### Routing congestion

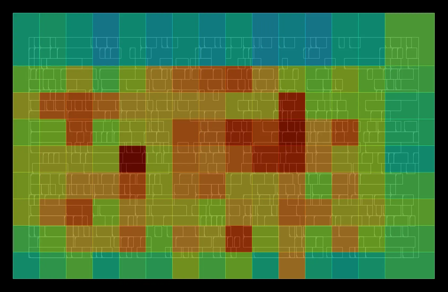
### Clock network drawn from the DEF

(3 px per micron)
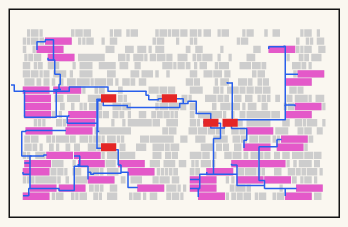
### Selected gate families

(4 px per micron)
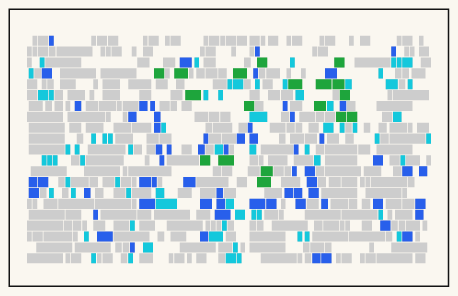
==> config.mk <==
export PLATFORM = sky130hd
export DESIGN_NAME = rv32_hart_scheduler_flat
export DESIGN_NICKNAME = d
export VERILOG_FILES = /design/src/rtl/rv32_hart_scheduler_pkg.sv /design/src/rtl/rv32_hart_scheduler_if.sv /design/src/rtl/rv32_hart_scheduler_rr_picker.sv /design/src/rtl/rv32_hart_scheduler.sv /design/src/flat_wrapper.sv
export SDC_FILE = /design/constraint.sdc
export NUM_CORES = 1
export LEC_CHECK = 0
export CAP_MARGIN = 20
export CORE_ASPECT_RATIO = 0.6
export CORE_MARGIN = 4
export CORE_UTILIZATION = 60
export CTS_CLUSTER_SIZE = 10
export DETAILED_ROUTE_END_ITERATION = 10
export DONT_BUFFER_PORTS = 1
export GPL_TIMING_DRIVEN = 0
export PLACE_DENSITY = 0.86
export SLEW_MARGIN = 30
export SYNTH_ARGS = -nofsm -noshare
export SYNTH_HDL_FRONTEND = slang
export SYNTH_SLANG_ARGS = --single-unit
==> constraint.sdc <==
create_clock -name clk -period 8.9 [get_ports clk]
set_clock_uncertainty 0.05 [all_clocks]
set_input_delay 1.78 -clock clk [delete_from_list [all_inputs] [get_ports clk]]
set_output_delay 1.78 -clock clk [all_outputs]
set_load 0.01 [all_outputs]
==> Changelog: implementation <==
### Metrics

- Die H: 68.9 microns
- Cell with the most instances after synthesis: nor2_1
- Depth of the most critical reg-to-reg path: 12
- DP Wirelength: 7450 microns
- Post-synthesis average cell area: 8.72 sq um
- RSZ-0062 raised after global routing: no
- Post-cts sizing count: 0
- Layout cells sized above 1: 15.7%
- Cell count after synthesis: 425
- Core region area: 0.00578 sq mm
- Chip Area, Yosys: 0.00371 sq mm
- CP Data Arrival Time: 5370 ps
- Depth of the CTS H-tree: 2
- Yosys top cell by area: dfrtp_1
- Max Clk Rate: 191 MHz
- MI comb area: 0.00234 sq mm
- # hold bufs at CTS: 0
- Final setup fails: 0
- Hold Path Class: reg -> reg
- FILL cells: 462
- Buffers on Ports: 0
- EDFF count, synth: 0
- Worst-Margin Slew: 744 ps
- Layout Nets: 519
- Critical Path End Type: register
- Met1 Routed Length: 4080 microns
- Antenna diode count: 0
- Remaining global-route overflow: 0
- Primary FF master, synth: dfrtp_1
- Die W: 109 microns
- Met3 WL: 1160 microns
- DRT Wirelength: 9320 microns
- Top cells by count: 49 x nor2_1, 40 x dfrtp_1, 32 x buf_4, 30 x inv_1, 23 x a21oi_1
- TritonCTS Sinks: 43
- CTS root buf: clkbuf_8
- Flop area: 0.00108 sq mm
- Clock buffer depth: 2
- Via count: 3371
- Fp util: 64.1%
- Post CTS Setup Buffer Count: 0
- WL/cell: 17.1 microns
- GR Layer Usage met2: 39.5%
- TritonRoute pass-1 iters: 5
- CP Launch Type: primary input
- Top cells by area, synth: dfrtp_1 27%, buf_4 6.5%, nor2_1 5.0%
- Status: finished clean
- CP Max Fanout: 10
- Flops after synth: 43
- Antenna violations before repair: 0
- Slew HR: 50.0%
- Area Overhead vs Synth: 9.66%
- Post-synth design cell area: 0.00371 sq mm
- Largest net degree at the start of global routing: 30
- Final ANT Viol Nets: 0
- I/O pin cnt: 98
- Final worst path period share: 58.8%
- Final WS setup: 3670 ps
- DP Cell Count: 537
- Chip area: 0.00754 sq mm
- Synth warn: 0
-- 'Routing congestion' (at the start) --
GRT Overall Usage: 25.4%
met3 usage in global routing: 6.60%
Top Usage Layer GRT: met2
Final Util: 70.3%

-- 'Clock network drawn from the DEF' (at the start) --
[flip-flops] magenta | count: 43
[clock wires] blue | length: 556 microns
[clock-net drivers] red | count: 5
routed clock nets: 6
clk_lat worst skew: 300 ps

-- 'Selected gate families' (at the start) --
[non-inverting ao/oa cells] green | cells: 18
[nor cells] cyan | cells: 69
[nand cells] blue | cells: 63
Comb area share: 57.5%
Layout Cells excl Fill: 545
most instantiated logic cell after routing: nor2_1

placed cells by master, fill, tap and decap left out, types with 5 or more instances in the layout:
cell type	n
nor2_1	49
dfrtp_1	40
buf_4	32
conb_1	32
inv_1	29
a21oi_1	23
nand2_1	18
nand3b_1	15
mux2i_1	14
a31oi_1	13
o21ai_0	13
ha_1	13
clkbuf_1	10
nand3_1	9
mux2_2	9
nand4_1	8
o21a_1	8
nor3b_1	7
xor2_1	7
xnor2_1	6
o22ai_1	6
clkbuf_8	6
nand4b_1	5
mux4_2	5
a211oi_1	5
cell families (layout without fill, tap and decap cells):
family | Yosys count | count (layout) | share of synthesized area, %
simple gates | 155 | 155 | 24.3
compound gates | 96 | 96 | 17.3
buf+inv | 74 | 83 | 11.0
flops | 43 | 43 | 29.1
mux | 28 | 28 | 9.55
xor+xnor | 15 | 15 | 4.19
fa+ha+maj | 13 | 13 | 4.39
other cells | 1 | 32 | 0.101
area by class of cell:
type	count	area share, %
Buffer	44	7.24
Clock buffer	6	2.03
Clock inverter	2	0.954
Inverter	30	2.77
Multi-Input combinational cell	339	57.5
Sequential cell	43	26.6
Tap cell	80	2.46
Timing Repair Buffer	1	0.493
worst max-delay path, stage by stage:
cell and delay [ps]:
clkbuf_1 300, nand4b_1 300, nand4_1 270, mux2i_1 170
a32oi_1 440, nand2_1 200, nor4_1 660, a41oi_1 360
o21a_1 310, nor3b_1 200, or3_1 380
stage by stage:
stage               utilization, %  hold slack [ps]
detailed placement            68.2              443
global placement              67.9              441
CTS                           70.3              458
global route                  70.3              483
floorplan                        -              432
finish                        70.3              456
